File: src/rtl/cnn_pkg.sv
// Shared definitions for the convolution datapath: default pixel width and
// the signed-max helper used by pooling stages.
package cnn_pkg;

    localparam int CNN_DATA_WIDTH = 20;

    typedef logic signed [CNN_DATA_WIDTH-1:0] pixel_t;

    // Two's complement max; on a tie either operand is the same value.
    function automatic pixel_t smax(input pixel_t a, input pixel_t b);
        return (a > b) ? a : b;
    endfunction

endpackage

File: src/rtl/pool_line_buffer.sv
// Half-width line buffer for 2x2 pooling: holds the horizontal maxima of the
// even row until the odd row below consumes them. Not reset.
module pool_line_buffer #(
    parameter int DATA_WIDTH = 20,
    parameter int DEPTH      = 14,
    parameter int AW         = 4
) (
    input  logic                         clk,
    input  logic                         we_i,
    input  logic [AW-1:0]                waddr_i,
    input  logic signed [DATA_WIDTH-1:0] wdata_i,
    input  logic [AW-1:0]                raddr_i,
    output logic signed [DATA_WIDTH-1:0] rdata_o
);

    logic signed [DATA_WIDTH-1:0] mem_q [DEPTH];

    always_ff @(posedge clk) begin
        if (we_i) begin
            mem_q[waddr_i] <= wdata_i;
        end
    end

    assign rdata_o = mem_q[raddr_i];

endmodule

File: src/rtl/max_pool_2x2.sv
// Streaming 2x2 / stride-2 max-pooling stage fed by the ReLU output in
// raster order; emits one pooled pixel per window, also in raster order.
module max_pool_2x2
    import cnn_pkg::*;
#(
    parameter int DATA_WIDTH = CNN_DATA_WIDTH,
    parameter int IMG_WIDTH  = 28,
    parameter int IMG_HEIGHT = 28
) (
    input  logic                         clk,
    input  logic                         rst_n,
    input  logic                         clear,
    input  logic                         in_valid,
    input  logic signed [DATA_WIDTH-1:0] in_data,
    output logic                         out_valid,
    output logic signed [DATA_WIDTH-1:0] out_data,
    output logic                         frame_done
);

    // Stream semantics: no ready on either side. A pixel is accepted on every
    // rising edge with in_valid=1 and clear=0; out_valid is a one-cycle strobe.

    localparam int DEPTH = IMG_WIDTH / 2;
    localparam int AW    = (DEPTH > 1) ? $clog2(DEPTH) : 1;
    localparam int COL_W = $clog2(IMG_WIDTH);
    localparam int ROW_W = $clog2(IMG_HEIGHT);

    if ((IMG_WIDTH < 2) || ((IMG_WIDTH % 2) != 0)) begin : g_bad_width
        $fatal(1, "max_pool_2x2: IMG_WIDTH must be even and >= 2");
    end
    if ((IMG_HEIGHT < 2) || ((IMG_HEIGHT % 2) != 0)) begin : g_bad_height
        $fatal(1, "max_pool_2x2: IMG_HEIGHT must be even and >= 2");
    end
    if (DATA_WIDTH != CNN_DATA_WIDTH) begin : g_bad_data_width
        $fatal(1, "max_pool_2x2: DATA_WIDTH must match cnn_pkg pixel width");
    end

    logic [COL_W-1:0]              col_q, col_d;
    logic [ROW_W-1:0]              row_q, row_d;
    logic signed [DATA_WIDTH-1:0]  pair_q, pair_d;
    logic                          out_valid_q, out_valid_d;
    logic signed [DATA_WIDTH-1:0]  out_data_q, out_data_d;
    logic                          frame_done_q, frame_done_d;

    logic                          col_last, row_last;
    logic signed [DATA_WIDTH-1:0]  hmax;
    logic signed [DATA_WIDTH-1:0]  lb_rdata;
    logic [AW-1:0]                 lb_addr;
    logic                          lb_we;

    assign col_last = (col_q == COL_W'(IMG_WIDTH - 1));
    assign row_last = (row_q == ROW_W'(IMG_HEIGHT - 1));
    assign hmax     = smax(pair_q, in_data);
    assign lb_addr  = AW'(col_q >> 1);

    pool_line_buffer #(
        .DATA_WIDTH (DATA_WIDTH),
        .DEPTH      (DEPTH),
        .AW         (AW)
    ) u_line_buf (
        .clk     (clk),
        .we_i    (lb_we),
        .waddr_i (lb_addr),
        .wdata_i (hmax),
        .raddr_i (lb_addr),
        .rdata_o (lb_rdata)
    );

    always_comb begin
        col_d        = col_q;
        row_d        = row_q;
        pair_d       = pair_q;
        out_valid_d  = 1'b0;
        out_data_d   = out_data_q;
        frame_done_d = 1'b0;
        lb_we        = 1'b0;
        // line_buf and pair_q are always rewritten before being read, so a
        // restart only needs the counters and the output registers.
        if (clear) begin
            col_d      = '0;
            row_d      = '0;
            out_data_d = '0;
        end else if (in_valid) begin
            if (col_last) begin
                col_d = '0;
                row_d = row_last ? '0 : row_q + 1'b1;
            end else begin
                col_d = col_q + 1'b1;
            end
            if (!col_q[0]) begin
                pair_d = in_data;
            end else if (!row_q[0]) begin
                lb_we = 1'b1;
            end else begin
                out_valid_d  = 1'b1;
                out_data_d   = smax(lb_rdata, hmax);
                frame_done_d = row_last && col_last;
            end
        end
    end

    always_ff @(posedge clk or negedge rst_n) begin
        if (!rst_n) begin
            col_q        <= '0;
            row_q        <= '0;
            pair_q       <= '0;
            out_valid_q  <= 1'b0;
            out_data_q   <= '0;
            frame_done_q <= 1'b0;
        end else begin
            col_q        <= col_d;
            row_q        <= row_d;
            pair_q       <= pair_d;
            out_valid_q  <= out_valid_d;
            out_data_q   <= out_data_d;
            frame_done_q <= frame_done_d;
        end
    end

    assign out_valid  = out_valid_q;
    assign out_data   = out_data_q;
    assign frame_done = frame_done_q;

endmodule

File: config.mk
export PLATFORM = sky130hd
export DESIGN_NAME = max_pool_2x2
export DESIGN_NICKNAME = d
export VERILOG_FILES = /design/src/rtl/cnn_pkg.sv /design/src/rtl/pool_line_buffer.sv /design/src/rtl/max_pool_2x2.sv
export SDC_FILE = /design/constraint.sdc
export NUM_CORES = 1
export LEC_CHECK = 0
export ABC_AREA = 1
export CAP_MARGIN = 20
export CORE_MARGIN = 5
export CORE_UTILIZATION = 55
export CTS_BUF_LIST = sky130_fd_sc_hd__clkbuf_8
export CTS_CLUSTER_SIZE = 8
export DETAILED_ROUTE_END_ITERATION = 8
export GPL_ROUTABILITY_DRIVEN = 0
export MAX_ROUTING_LAYER = met4
export PLACE_DENSITY = 0.82
export SKIP_LAST_GASP = 1
export SLEW_MARGIN = 20
export SYNTH_ARGS = -nofsm -noshare
export SYNTH_HDL_FRONTEND = slang
export SYNTH_SLANG_ARGS = --single-unit
File: constraint.sdc
create_clock -name clk -period 5.57 [get_ports clk]
set_clock_uncertainty 0.15 [all_clocks]
set_input_delay 1.3925 -clock clk [delete_from_list [all_inputs] [get_ports clk]]
set_output_delay 1.3925 -clock clk [all_outputs]
set_load 0.02 [all_outputs]
Fig. 1: signal wires by layer
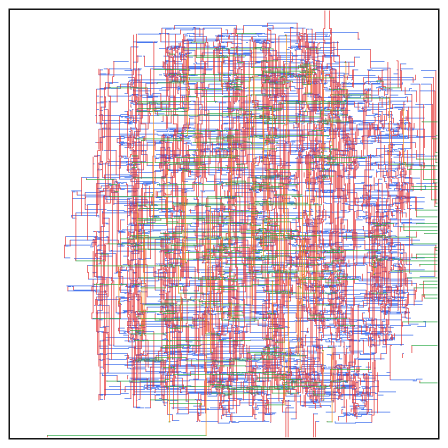
legend:
  orange:
    layer: metal 4
    wire_length: 1,420 µm
  blue:
    layer: metal 1
    wire_length: 13,900 µm
  red:
    layer: metal 2
    wire_length: 17,600 µm
  green:
    layer: metal 3
    wire_length: 3,880 µm

Fig. 2: a small window of the routed layout
Region (66, 32) to (106, 72) µm. Cells in grey, sequential cells in the stronger grey; small squares are vias.
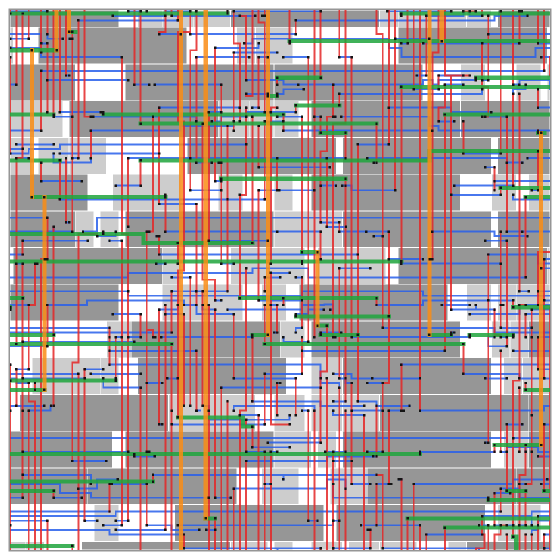
legend:
  orange:
    layer: metal 4
  green:
    layer: metal 3
  red:
    layer: metal 2
  blue:
    layer: metal 1
sequential cells in the window: 31
cells with their middle in the window: 80
most frequent: edfxtp_1 (31), nor3_1 (8), buf_4 (7)
netlist names of flops here include: u_line_buf.mem_q (31)

Fig. 3: cell placement
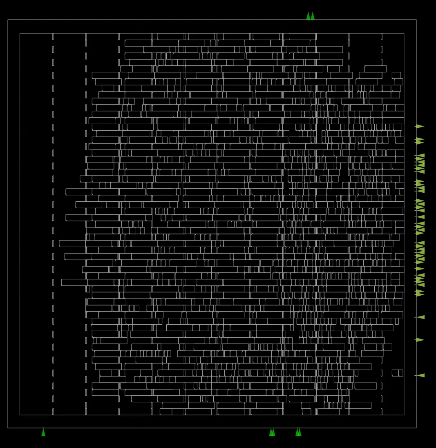
Fillers: 1,802
number of tap instances: 335
register share of the cell area: 0.585
sequential cells: 332

==> notes.md <==
The implementation run finished. Setup violation total in the final timing report landed at 0. u_line_buf.mem_q holds more flip-flops than any other register. Area enclosed by the die boundary landed at 29,500 µm². For this run, design rule violations remaining after detail routing come to 0. Global-route congestion overflow total landed at 0. Post-CTS setup-driven buffer insertion count landed at 0.

Pre-placement core utilization landed at 0.555. H-tree depth landed at 2. Routed length on met1 landed at 13,900 µm.

The detailed router used layers up to and including met4. Among the non-sequential cells, simple AND/OR/NAND/NOR gates take the most area. Summing all flip-flop and latch instances after layout gives 9710 µm².

For this run, the register share of the synthesized area comes to 0.675. Count of plain and timing-repair buffers in the layout landed at 127. The largest total area in the synthesized netlist belongs to sky130_fd_sc_hd__edfxtp_1.

Share of post-route cells with drive strength above 1 landed at 0.142. Area growth from synthesis to layout landed at 15.4%. Power per cell area landed at 366 nW/µm². Wire length of the first global-routing pass landed at 56,400 µm.

Achievable clock frequency landed at 0.191 GHz. Worst-case clock buffer depth landed at 3. In the final design database the tool counted 1,403 nets. Area share of buffers outside the clock network landed at 0.0656. Per the synthesis report, the number of distinct cell types is 34. The final timing summary puts the cycle share of the worst path at 0.942. Ranking logic cells in the layout by count gives the top entries 280 x sky130_fd_sc_hd__edfxtp_1, 196 x sky130_fd_sc_hd__nand2_1, 120 x sky130_fd_sc_hd__inv_1. met2 is the most crowded layer.

The run finished with clean final reports. Share of the core filled with cells landed at 0.641. Top-level I/O count landed at 46.
Fig. 4: routed clock nets over the placement
The bar under the picture is 50 µm long.
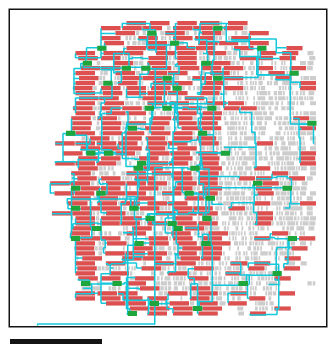
legend:
  cyan:
    item: clock wires
    length: 3,740 µm
  green:
    item: clock drivers
    count: 51
  red:
    item: flip-flops
    count: 332
routed clock nets: 52
power share of the clock group: 0.310
Clk power: 0.00188 W

Fig. 5: the metal 3 layer
The bar under the picture is 50 µm long.
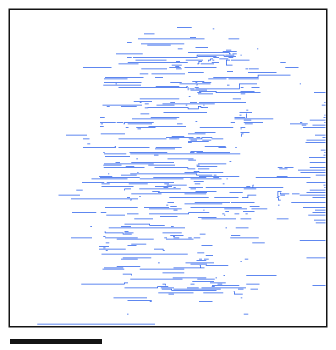
wire length on this layer: 3,880 µm
nets with wire on the layer: 199
share of all routed wire: 11%
main direction: horizontal

[worst paths after layout]
kind	startpoint	to	cells after the start
max	in_data[19]	out_data[15]	30
min	out_data[14]	out_data[14]	2
max reg2reg	col_q[2]	out_data[15]	23
min reg2reg	out_data[14]	out_data[14]	2
max in group asynchronous	rst_n	col_q[2]	2
min in group asynchronous	rst_n	row_q[4]	2
[power by group]
group / internal, W / switching, W
clock: 0.000993 / 0.000890
combinational: 0.000424 / 0.000781
sequential: 0.00296 / 0.0000363
[logic make-up (layout without fill, tap and decap cells)]
family | Yosys count | after routing
AOI/OAI and AO/OA | 199 | 199
adders and majority gates | 39 | 39
and+or+nand+nor | 487 | 487
buffers and inverters | 173 | 310
DFF | 332 | 332
Power figures rest on the tool's default switching activity, not on a simulated workload.
